Figure 1. Signal metal coverage by tile.
The die is cut into 17 by 17 equal tiles; dark blue is low, red is high, scaled to the fullest tile. Values are wire area over tile area, all layers added.
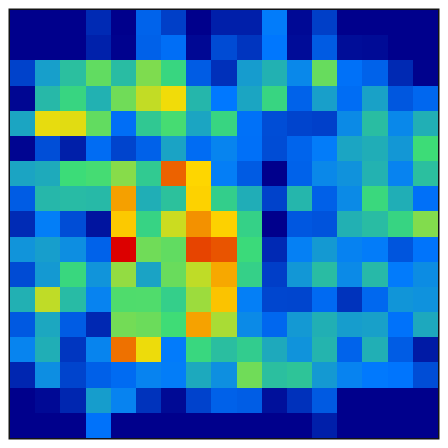
Figure 2. Register map, names as in the netlist.
The bar under the picture is 20 um long.
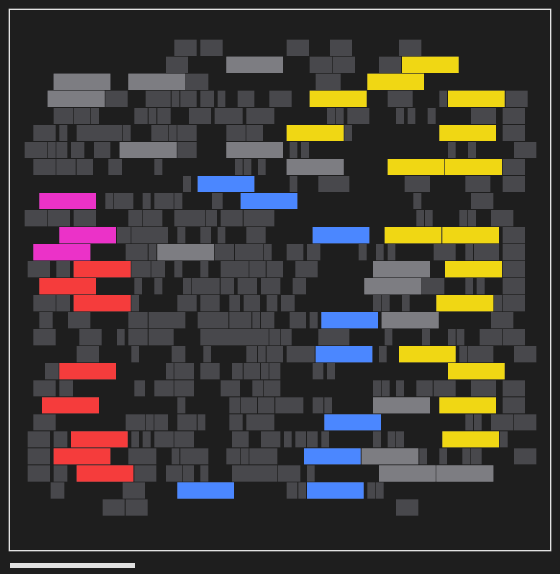
$ cat src/rtl/control_pkg.sv
// rtl/control_pkg.sv - shared control enums for the memory and fetch path
//
// Purpose: memory op encoding, memory bus selector, and fetch FSM states,
// shared by the fetch front end and the memory block.
// Ports: none (package).

`ifndef ADDR_BUS_WIDTH
`define ADDR_BUS_WIDTH 9
`endif

package control;

  typedef enum logic [2:0] {
    NOP      = 3'd0,
    READ     = 3'd1,
    WRITE    = 3'd2,
    INC      = 3'd3,
    ABSOLUTE = 3'd4,
    REL_ADD  = 3'd5,
    REL_SUB  = 3'd6
  } memory_op_e;

  localparam memory_op_e MEMORY_OP_NOP = NOP;

  typedef enum logic {
    BUS_ADDR = 1'b0,
    BUS_PC   = 1'b1
  } memory_bus_selector_e;

  typedef enum logic [2:0] {
    IDLE     = 3'd0,
    FETCH_LO = 3'd1,
    FETCH_HI = 3'd2,
    INC_PC   = 3'd3,
    VALID    = 3'd4,
    JUMP     = 3'd5
  } fetch_state_e;

  // Ops that move the program counter (both in memory and in the shadow copy).
  function automatic logic is_pc_op(memory_op_e op);
    return op inside {INC, ABSOLUTE, REL_ADD, REL_SUB};
  endfunction

  // Only these are accepted as decoder jumps; anything else degrades to NOP.
  function automatic logic is_jump_op(memory_op_e op);
    return op inside {ABSOLUTE, REL_ADD, REL_SUB};
  endfunction

endpackage

$ cat src/rtl/fetch_sequencer_pc_shadow.sv
// rtl/fetch_sequencer_pc_shadow.sv - shadow copy of the memory program counter
//
// Purpose: mirrors memory's PC so the fetch unit knows which address each
// instruction came from. Arithmetic is modulo 2^W.
// Ports:
//   i_clock, i_reset_n : clock, async active-low reset (PC -> 0)
//   i_update           : apply i_op this cycle
//   i_op, i_operand    : INC / ABSOLUTE / REL_ADD / REL_SUB and its 8-bit operand
//   o_pc               : current shadow PC

module pc_shadow
  import control::*;
#(
  parameter int W = `ADDR_BUS_WIDTH
) (
  input  logic         i_clock,
  input  logic         i_reset_n,
  input  logic         i_update,
  input  memory_op_e   i_op,
  input  logic [7:0]   i_operand,
  output logic [W-1:0] o_pc
);

  logic [W-1:0] r_pc;
  logic [W-1:0] w_operand_ext;
  logic [W-1:0] w_next_pc;

  assign w_operand_ext = W'(i_operand);

  always_comb begin
    w_next_pc = r_pc;
    case (i_op)
      INC:      w_next_pc = r_pc + W'(1);
      ABSOLUTE: w_next_pc = w_operand_ext;
      REL_ADD:  w_next_pc = r_pc + w_operand_ext;
      REL_SUB:  w_next_pc = r_pc - w_operand_ext;
      default:  w_next_pc = r_pc;
    endcase
  end

  always_ff @(posedge i_clock or negedge i_reset_n) begin
    if (!i_reset_n) begin
      r_pc <= '0;
    end else if (i_update) begin
      r_pc <= w_next_pc;
    end
  end

  assign o_pc = r_pc;

endmodule

$ cat src/rtl/fetch_sequencer.sv
// rtl/fetch_sequencer.sv - instruction fetch front end driving memory's op port
//
// Purpose: reads the two-byte instruction at PC (low then high byte), bumps
// PC, and hands {hi, lo} to the decoder over a valid/ready handshake.
// Decoder jumps are forwarded to memory through the same op port.
// Ports:
//   clock, reset              : clock, async active-low reset
//   run                       : level enable for fetching
//   mem_op, mem_bus_selector,
//   mem_data_word_selector,
//   mem_in, mem_out           : memory control / data
//   instr_valid/ready, instr,
//   instr_pc                  : decoder instruction handshake
//   jump_valid/ready,
//   jump_kind, jump_operand   : decoder jump handshake

module fetch_sequencer
  import control::*;
(
  input  logic                       clock,
  input  logic                       reset,
  input  logic                       run,
  output memory_op_e                 mem_op,
  output memory_bus_selector_e       mem_bus_selector,
  output logic                       mem_data_word_selector,
  output logic [7:0]                 mem_in,
  input  logic [7:0]                 mem_out,
  output logic                       instr_valid,
  input  logic                       instr_ready,
  output logic [15:0]                instr,
  output logic [`ADDR_BUS_WIDTH-1:0] instr_pc,
  input  logic                       jump_valid,
  output logic                       jump_ready,
  input  memory_op_e                 jump_kind,
  input  logic [7:0]                 jump_operand
);

  localparam int AW = `ADDR_BUS_WIDTH;

  fetch_state_e         r_state;
  fetch_state_e         w_next_state;
  memory_op_e           r_mem_op;
  memory_op_e           w_next_mem_op;
  memory_bus_selector_e r_bus_sel;
  logic                 r_word_sel;
  logic [7:0]           r_mem_in;
  logic [7:0]           w_next_mem_in;
  logic                 r_instr_valid;
  logic                 r_jump_ready;
  logic [15:0]          r_instr;
  logic [AW-1:0]        r_instr_pc;
  logic [AW-1:0]        w_pc;

  // The registered op/operand double as the latched jump kind/operand, so the
  // shadow PC applies exactly what memory sees on the same edge.
  pc_shadow #(.W(AW)) u_pc_shadow (
    .i_clock   (clock),
    .i_reset_n (reset),
    .i_update  (is_pc_op(r_mem_op)),
    .i_op      (r_mem_op),
    .i_operand (r_mem_in),
    .o_pc      (w_pc)
  );

  always_comb begin
    w_next_state = r_state;
    case (r_state)
      IDLE:     if (run) w_next_state = FETCH_LO;
      FETCH_LO: w_next_state = FETCH_HI;
      FETCH_HI: w_next_state = INC_PC;
      INC_PC:   w_next_state = VALID;
      VALID: begin
        if (jump_valid)       w_next_state = JUMP;
        else if (instr_ready) w_next_state = run ? FETCH_LO : IDLE;
      end
      JUMP:     w_next_state = run ? FETCH_LO : IDLE;
      default:  w_next_state = IDLE;
    endcase
  end

  // Outputs are decoded from the state being entered and registered, so no
  // handshake input reaches an output combinationally.
  always_comb begin
    w_next_mem_op = NOP;
    w_next_mem_in = 8'h00;
    case (w_next_state)
      FETCH_LO, FETCH_HI: w_next_mem_op = READ;
      INC_PC:             w_next_mem_op = INC;
      JUMP: begin
        // JUMP is only entered from VALID, so jump_kind is current here.
        if (is_jump_op(jump_kind)) begin
          w_next_mem_op = jump_kind;
          w_next_mem_in = jump_operand;
        end
      end
      default: ;
    endcase
  end

  always_ff @(posedge clock or negedge reset) begin
    if (!reset) begin
      r_state       <= IDLE;
      r_mem_op      <= NOP;
      r_bus_sel     <= BUS_ADDR;
      r_word_sel    <= 1'b0;
      r_mem_in      <= 8'h00;
      r_instr_valid <= 1'b0;
      r_jump_ready  <= 1'b0;
      r_instr       <= 16'h0000;
      r_instr_pc    <= '0;
    end else begin
      r_state       <= w_next_state;
      r_mem_op      <= w_next_mem_op;
      r_bus_sel     <= (w_next_mem_op != NOP) ? BUS_PC : BUS_ADDR;
      r_word_sel    <= (w_next_state == FETCH_HI);
      r_mem_in      <= w_next_mem_in;
      r_instr_valid <= (w_next_state == VALID);
      r_jump_ready  <= (w_next_state == VALID);
      // Read data lands one cycle after the READ is issued.
      if (r_state == FETCH_HI) r_instr[7:0] <= mem_out;
      if (r_state == INC_PC) begin
        r_instr[15:8] <= mem_out;
        r_instr_pc    <= w_pc;
      end
    end
  end

  assign mem_op                 = r_mem_op;
  assign mem_bus_selector       = r_bus_sel;
  assign mem_data_word_selector = r_word_sel;
  assign mem_in                 = r_mem_in;
  assign instr_valid            = r_instr_valid;
  assign jump_ready             = r_jump_ready;
  assign instr                  = r_instr;
  assign instr_pc               = r_instr_pc;

endmodule

$ cat config.mk
export PLATFORM = sky130hd
export DESIGN_NAME = fetch_sequencer
export DESIGN_NICKNAME = d
export VERILOG_FILES = /design/src/rtl/control_pkg.sv /design/src/rtl/fetch_sequencer_pc_shadow.sv /design/src/rtl/fetch_sequencer.sv
export SDC_FILE = /design/constraint.sdc
export NUM_CORES = 1
export LEC_CHECK = 0
export CORE_MARGIN = 2
export CORE_UTILIZATION = 40
export DETAILED_ROUTE_END_ITERATION = 10
export PLACE_DENSITY = 0.66
export SYNTH_ARGS = -nofsm -noshare
export SYNTH_HDL_FRONTEND = slang
export SYNTH_HIERARCHICAL = 1
export SYNTH_SLANG_ARGS = --single-unit
export TNS_END_PERCENT = 10
$ cat constraint.sdc
create_clock -name clock -period 3.85 [get_ports clock]
set_input_delay 0.5775 -clock clock [delete_from_list [all_inputs] [get_ports clock]]
set_output_delay 0.5775 -clock clock [all_outputs]
set_load 0.01 [all_outputs]
==> impl_metrics.toml <==
# flow metrics
[status]
outcome = "completed"

[synthesis]
yosysTopAreaCell = "dfrtp_1"
common_cells = "nand2_1 (66), dfrtp_1 (51), nor2_1 (19)"
top_cells_by_area = "dfrtp_1 (47%), nand2_1 (9.1%), xnor2_1 (4.2%)"
ys_cells = 279
flop_cell = "dfrtp_1"
synth_cell_types = 49
synth_warnings = 6
syn-num-nets = 313
synthesis.area_um2 = 2709
edf_count = 0
yosysTopAreaCellShare = 0.4711
most_common_cell = "nand2_1"
syn_avg_cell_area_um2 = 9.709
ys_seq_frac = 0.4711
synth_chip_area_um2 = 2709
async_reset_ff_frac = 1.000
synth-seq-cells = 51
synthCells = 279

[drt]
wl_met3_um = 335
drt_wl_total_mm = 5.588
antenna_left = 0
drt-initial-drc-count = 74
vias = 2081
routedWlPerCell_um = 13.53
drtPass1Iterations = 4
dr_wl_met2_mm = 2.452
via_per_inst = 5.039
drt-met1-wl_mm = 2.761
highest_layer = "met4"
drc = 0

[global_routing]
grt.busiest_layer = "met2"
grtUsageTotal = 0.1616
grt_pass1_wl_mm = 9.708
grt_max_degree = 32
grt_pass1_vias = 2067
met3_usage = 0.04762
grtUsageMet2 = 0.2636
met1_usage = 0.2171
antenna_found_initial = 0
gr-total-overflow = 0

[finish]
fillers = 614
comb_cells = 205
n_antenna_cell = 0
n_all_buffers = 64
finalNetCount = 370
comb_area_share = 0.3808
largest_reg_flops = 16
dominant_cells = "combinational gates"
final_core_util = 0.5356
register_area_um2 = 1276
final_cell_mix = "nand2_1 (66), clkdlybuf4s50_1 (62), dfrtp_1 (51)"
layout.area.comb_um2 = 1318
final-nonclk-buf-share = 0.1830
final_layout_top_logic_cell = "nand2_1"
syn_to_final_growth_pct = 27.71
clock_cell_area_share = 0.02966
seq_share = 0.3689
design_area_um2 = 3460
seq_cells = 51
clockBufferCount = 6
instances_no_fill = 413
drive_gt1_frac = 0.07143
inv_count = 9

[placement]
dp.cells = 406
gp_congestion = 0.8196
hpwl_mm = 4.148
io_buffer_count = 63
place_ws_ns = 0.7937
postPlaceCellArea_um2 = 3357

[critical_path]
cpMaxStageDelayCell = "or4_4"
critical_path.endpoint_type = "flip-flop"
rrSetupSlack_ns = 0.79
crit_cells = 11
crit_end = "u_pc_shadow/o_pc[8]"
r2r_end = "u_pc_shadow/o_pc[8]"
critical_path.startpoint_type = "flip-flop"
timing.rr.start = "mem_in[3]"
reg2regPathDepth = 11
criticalPathCategory = "flip-flop to flip-flop"
crit_fanout = 8
critPathRequiredTime_ns = 4.04
crit_family = "simple AND/OR/NAND/NOR gates"
max_stage_delay_ns = 0.52
crit_chain = "or4_4 -> nor4_1 -> xnor2_1 -> o22a_1 -> nor2_1 -> ha_1 -> and3_1 -> a221oi_1 -> xnor2_1 -> nor4_1 -> a221o_1"
path_buffers = 0
arrival_ns = 3.24
startpoint = "mem_in[3]"

[power_and_ir_drop]
p_int_mw = 1.464
sequentialPowerShare = 0.379
p_leak_nw = 1.554
p_clk_mw = 0.358
peakVddDrop_uv = 360.0
total_power_mw = 2.255
p_sw_mw = 0.7909
p_comb_mw = 1.04
power.share.clock = 0.159
p_comb_frac = 0.462
powerSeq_mw = 0.855
power_leader = "combinational logic"
swShare = 0.3508
power.density_nw_per_um2 = 651.8

[worst_hold_path]
hold_path_class = "primary input to asynchronous set/reset pin"

[clock_tree]
cts_resized = 0
clkTransAtPathRegs_ns = 0.09
cts_buffer_depth = 2
cts_tree = "built"
cts-htree-levels = 2
post_cts.repair.setup_buffers = 0
worstSkewPairLatency_ns = 0.29
cts_sinks = 51
hold_buffers = 0
cts_buffers = 5
cts_root_buffer = "clkbuf_8"

[floorplan]
io_pins = 64
nWellTaps = 77
fp_util = 0.4194
die_y_um = 86.29
design.core.area_um2 = 6459
die_area_um2 = 7446
num_rows = 29
die_x_um = 86.29

[sta]
skew_ns = 0.004135
tns_ns = 0
worst_slack_ns = 0.7944
setup_viol = 0
period_needed_ns = 3.056
rsz0062_at_grt = "no"
hold_violations = 0
slew_violations = 0
worst_pin_slew_ns = 0.7021
fin_crit_sh = 0.7937
fin_hold_ws_ns = 0.2135
slew_headroom = 0.5319
fmax_mhz = 327.3

[run]
tool_warnings = 26
drv_cap = 0
## Picture notes: Figure 1
15% of the tiles are nearly empty. The mean over all tiles is 0.12. The fullest tile reaches 0.40. The densest ninth of the die: centre. 15% of the tiles are over half the peak.

## Picture notes: Figure 2
Yellow shows instr, sequential cells 16. Red shows mem_in, sequential cells 8. Magenta shows mem_op, sequential cells 3. Blue shows u_pc_shadow/o_pc, sequential cells 9.
Another 15 sequential cells are not coloured.

[logic make-up after synthesis]
logic type | after synthesis | share of synthesized area
simple gates | 124 | 0.2199
flops | 51 | 0.4711
compound gates | 48 | 0.1349
buf+inv | 23 | 0.04249
xor+xnor | 13 | 0.04203
mux | 10 | 0.04065
fa+ha+maj | 10 | 0.04896
[worst min path at each step]
| stage | to | slack, ns | cells after the start |
|---|---|---|---|
| finish | instr_pc[1] | 0.21 | 1 |
| global route | instr_pc[1] | 0.24 | 1 |
| CTS | u_pc_shadow/o_pc[4] | 0.23 | 1 |
| detailed placement | instr_pc[7] | 0.46 | 2 |
| global placement | instr_pc[8] | 0.46 | 2 |
| floorplan | instr[0] | 0.28 | 0 |
